==> config.mk <==
export PLATFORM = sky130hd
export DESIGN_NAME = wishbone_sram_target
export DESIGN_NICKNAME = d
export VERILOG_FILES = /design/src/rtl/wishbone_pkg.sv /design/src/rtl/wishbone_resp_pipe.sv /design/src/rtl/wishbone_sram_target.sv
export SDC_FILE = /design/constraint.sdc
export NUM_CORES = 1
export LEC_CHECK = 0
export CORE_MARGIN = 1.5
export CORE_UTILIZATION = 18
export CTS_CLUSTER_DIAMETER = 50
export DETAILED_ROUTE_END_ITERATION = 10
export PLACE_DENSITY = 0.77
export SYNTH_ARGS = -nofsm -noshare
export SYNTH_HDL_FRONTEND = slang
export SYNTH_SLANG_ARGS = --single-unit
==> constraint.sdc <==
create_clock -name CLK -period 1.2 [get_ports CLK]
set_input_delay 0.3 -clock CLK [delete_from_list [all_inputs] [get_ports CLK]]
set_output_delay 0.3 -clock CLK [all_outputs]
set_load 0.01 [all_outputs]
Figure 1. Metal layers overlaid.
(8 px per um)
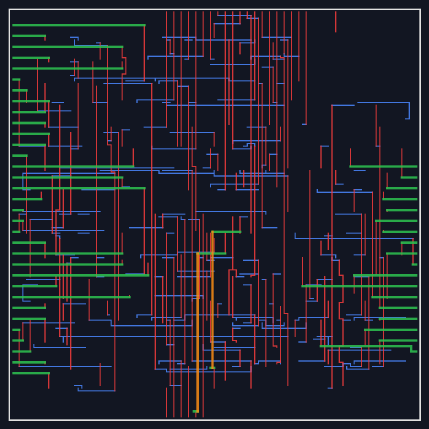
Key: orange = M4 [wire length 36.7 um]; green = M3 [wire length 319 um]; red = M2 [wire length 1290 um]; blue = M1 [wire length 646 um]
via count: 716
Global Route Usage Sum: 0.184

Figure 2. The clock network.
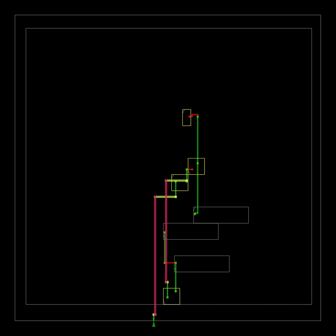
clk_skew: 0.0000526 ns
total CTS buffers: 3
clock sinks: 3
CLK BUF: 4

Figure 3. Cells by drive strength.
(8 px per um)
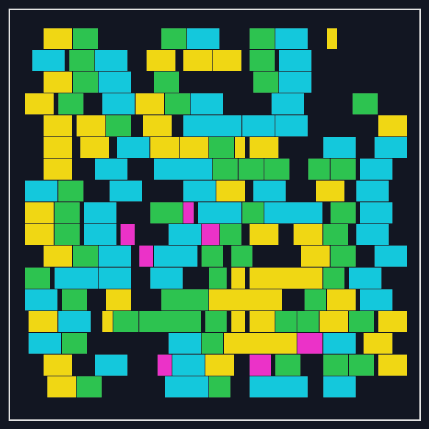
Key: cyan = x6 and larger [cells 49, share 33%, most used buf_6]; yellow = x1 and smaller [cells 44, share 30%, most used clkdlybuf4s50_1]; magenta = x2 [cells 7, share 4.7%, most used buf_2]; green = x3 and x4 [cells 49, share 33%, most used and2_4]
Setup WS post-layout: -0.437 ns
fin area: 1570 um^2
Non-CTS buffers: 96
area grow syn2layout: 275%

Figure 4. Logic cells by family.
(8 px per um)
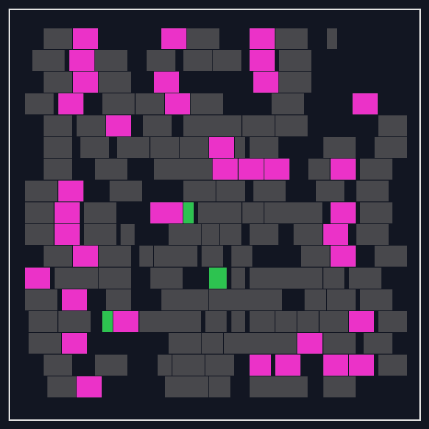
Key: green = inv cells [cells 3]; magenta = and/or cells [cells 36, most used and2_4, where spread over the die]
Commonest Layout Cell: buf_6
combinational share of cell area: 0.244

Figure 5. Nets reached from selected ports.
(10 px per um)
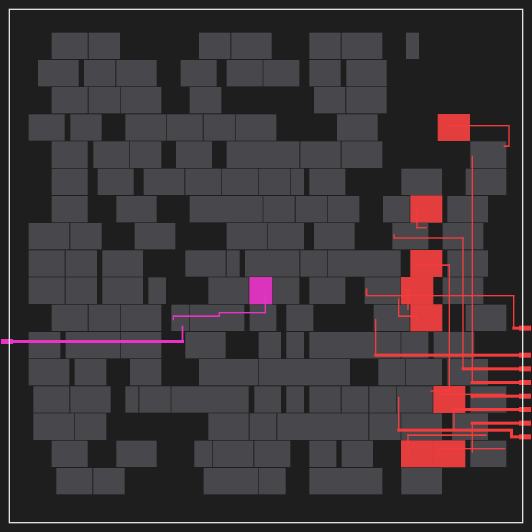
Key: magenta = MEM_BE [bits 1, direction output, edge west, end cells 1, wire 29.9 um]; red = MEM_RDATA [bits 8, direction input, edge east, end cells 8, wire 184 um]
PortBufs: 76
I/O pins: 78

==> GITHUB_STEP_SUMMARY <==
## PnR job results

| Metric | Value |
|---|---|
| Failing checks | negative setup slack |
| Pins Over Slew Limit | 0 |
| Synth Flop Type | dfrtp_1 |
| Clock network power share | 0.317 |
| Htree depth | 1 |
| # DRC | 0 |
| Sequential power share | 0.192 |
| GR peak layer | met2 |
| Synthesis area per yosys | 418 um^2 |
| Area of the core | 2210 um^2 |
| Worst path required time | 0.90 ns |
| RePlAce Congestion | 0.663 |
| CTS root buffer | clkbuf_4 |
| Hold WC Path Type | in2reg |
| Distinct lib cells | 15 |
| Period minus WS final | 1.64 ns |
| Yosys cell count | 52 |
| Die span in x | 51.2 um |
| Avg Synthesized Cell Area | 8.04 um^2 |
| Number of flip-flops under the largest register name | 2 |
| Setup CP Type | reg2out |
| Worst Path Max Fanout | 6 |
| Post-synthesis sequential area ratio | 0.180 |
| Grt ovf | 0 |
| First-pass GRT wire length | 3.44 mm |
| Post-synth EDFFs | 0 |
| Gate Count Post-Synth | 52 |
| Flop-to-flop setup slack | 0.27 ns |
| Combinational Power Share | 0.491 |
| GR Util met1 | 0.145 |
| CTS Buffer Depth | 2 |
| Vias in the first global route | 802 |
| Arr. time, crit path | 1.34 ns |
| Post-DP HPWL | 1.58 mm |
| Adder Share, Synth | 0 |
| Registers, synthesis | 3 |
| Share of cells above drive strength 1 | 0.705 |
| Comb area leader | simple AND/OR/NAND/NOR gates |
| Die Area | 2620 um^2 |
| Grt met2 use | 0.377 |
| Async SR Flop Fraction | 1.00 |
| Area leader, netlist | and2_2 |
| Static leakage | 0.766 nW |
| Fillers | 173 |
| Clk slew on worst S/H paths | 0.04 ns |
| AND-OR/OR-AND Cells, Area Fraction | 0.0509 |
| M3 GR Usage | 0.0731 |
| Slowest CP cell | dfrtp_1 |
| Wire per inst | 12.9 um |
| Initial antenna violation count | 0 |
| Fmax | 611 MHz |
| Die Y | 51.2 um |
| Maximum vdd drop | 0.228 mV |
| Sw frac | 0.240 |
| Buf/Inv on CP | 2 |
| Final wirelength | 2.29 mm |
| Hold path depth | 2 |
| RSZ-0062 raised after global routing | yes |
| Vias per cell | 4.05 |
| Internal power | 432 uW |
| Later-pin clock latency in the skew report | 0.23 ns |
| Antenna Nets Post-Route | 0 |
| Max Cap Viol | 0 |
| Critical path, cell by cell | and2_4, and2b_2, buf_6, and2_4, buf_6 |
| FP Rows | 17 |
| Top cells by area | and2_2 (29%), and2_1 (27%), dfrtp_1 (18%) |
| Delay-heaviest family, CP | simple AND/OR/NAND/NOR gates |
| Inserted Diodes | 0 |
| Final setup vio count | 35 |
| Most frequent cells in the layout | buf_6 (41), and2_4 (33), clkdlybuf4s50_1 (32) |
| Top cell area share | 0.287 |
| Synth Cell Area | 418 um^2 |
| Placed cells | 159 |
| XORs/XNORs by Area | 0.0210 |
| CTS tree | built |
| Setup crit start kind | flip-flop |
| Depth of the worst register-to-register path | 4 |
| Kind of end point of the critical path | primary output |
| Overall Power | 569 uW |
| Non-Filler Instances | 177 |
| Largest net degree at the start of global routing | 8 |
| Status | finished, violations left |
| Initial DRC count | 0 |
| FP Util | 0.189 |
| Sw Pwr | 136 uW |
| Crit-path max cell delay | 0.37 ns |
| Mapped Nets | 91 |
| Cycle use final | 1.36 |
| Final #Nets | 189 |
| OpenROAD warning count | 29 |
| Pwr Density | 363 nW/um^2 |
| Final hold violations | 0 |
| Simple Share, Synth | 0.641 |
| Yosys Warn Count | 0 |
| Setup WS post-layout | -0.437 ns |
| Synth mux share | 0 |
| Post-DP Area | 1280 um^2 |
| CP Depth | 5 |
| TritonRoute pass-1 iters | 1 |
==> stage by stage <==
stage	TNS [ns]	utilization	hold slack (ns)	worst slack (ns)
floorplan	-0.165	-	0.00441	-0.0120
global placement	-37.22	0.581	0.665	-1.05
detailed placement	-39.10	0.581	0.670	-1.11
CTS	-10.29	0.717	0.311	-0.444
global route	-10.36	0.708	0.317	-0.502
finish	-8.73	0.708	0.315	-0.437
==> layer usage <==
layer | vias to the layer above | wire length (um)
li1 | 348 | -
met1 | 309 | 646
met2 | 55 | 1290
met3 | 4 | 318
met4 | 0 | 36
met5 | - | 0
==> layout make-up <==
class	instances	area (um^2)	share of cell area
clock buffer	4	26.3	0.0168
tap	28	35.0	0.0224
inverter	3	13.8	0.00879
multi-input combinational	43	383	0.244
sequential	3	75.1	0.0479
timing repair buffer	96	1030	0.660
==> synthesized netlist by cell type, types with 2 or more instances <==
library cell / instances
and2_2: 16
and2_1: 18
buf_6: 2
dfrtp_1: 3
inv_1: 3
==> repair_timing <==
| action | CTS | global route |
|---|---|---|
| setup buffers | 10 | 4 |
| gates cloned | 3 | 0 |
| hold endpoints to repair | 3 | 0 |
| setup endpoints to repair | 38 | 37 |
| hold buffers | 1 | 0 |
| resized | 240 | 12 |
| pin swaps | 24 | 6 |
==> power groups by stage <==
stage / clock network, mW / logic (mW) / registers [mW]
after global placement: 0 / 0.231 / 0.110
after detailed placement: 0 / 0.234 / 0.111
after floorplan: 0 / 0.0497 / 0.112
after CTS: 0.187 / 0.284 / 0.109
final: 0.180 / 0.279 / 0.109
after global routing: 0.194 / 0.298 / 0.110
==> cells by family (layout without fill, tap and decap cells) <==
kind of cell / Yosys count / count (layout)
compound gates: 2 / 2
xor+xnor: 1 / 1
buf+inv: 6 / 103
flops: 3 / 3
other cells: 1 / 1
simple gates: 39 / 39
Power is estimated from default activity; no workload was simulated.
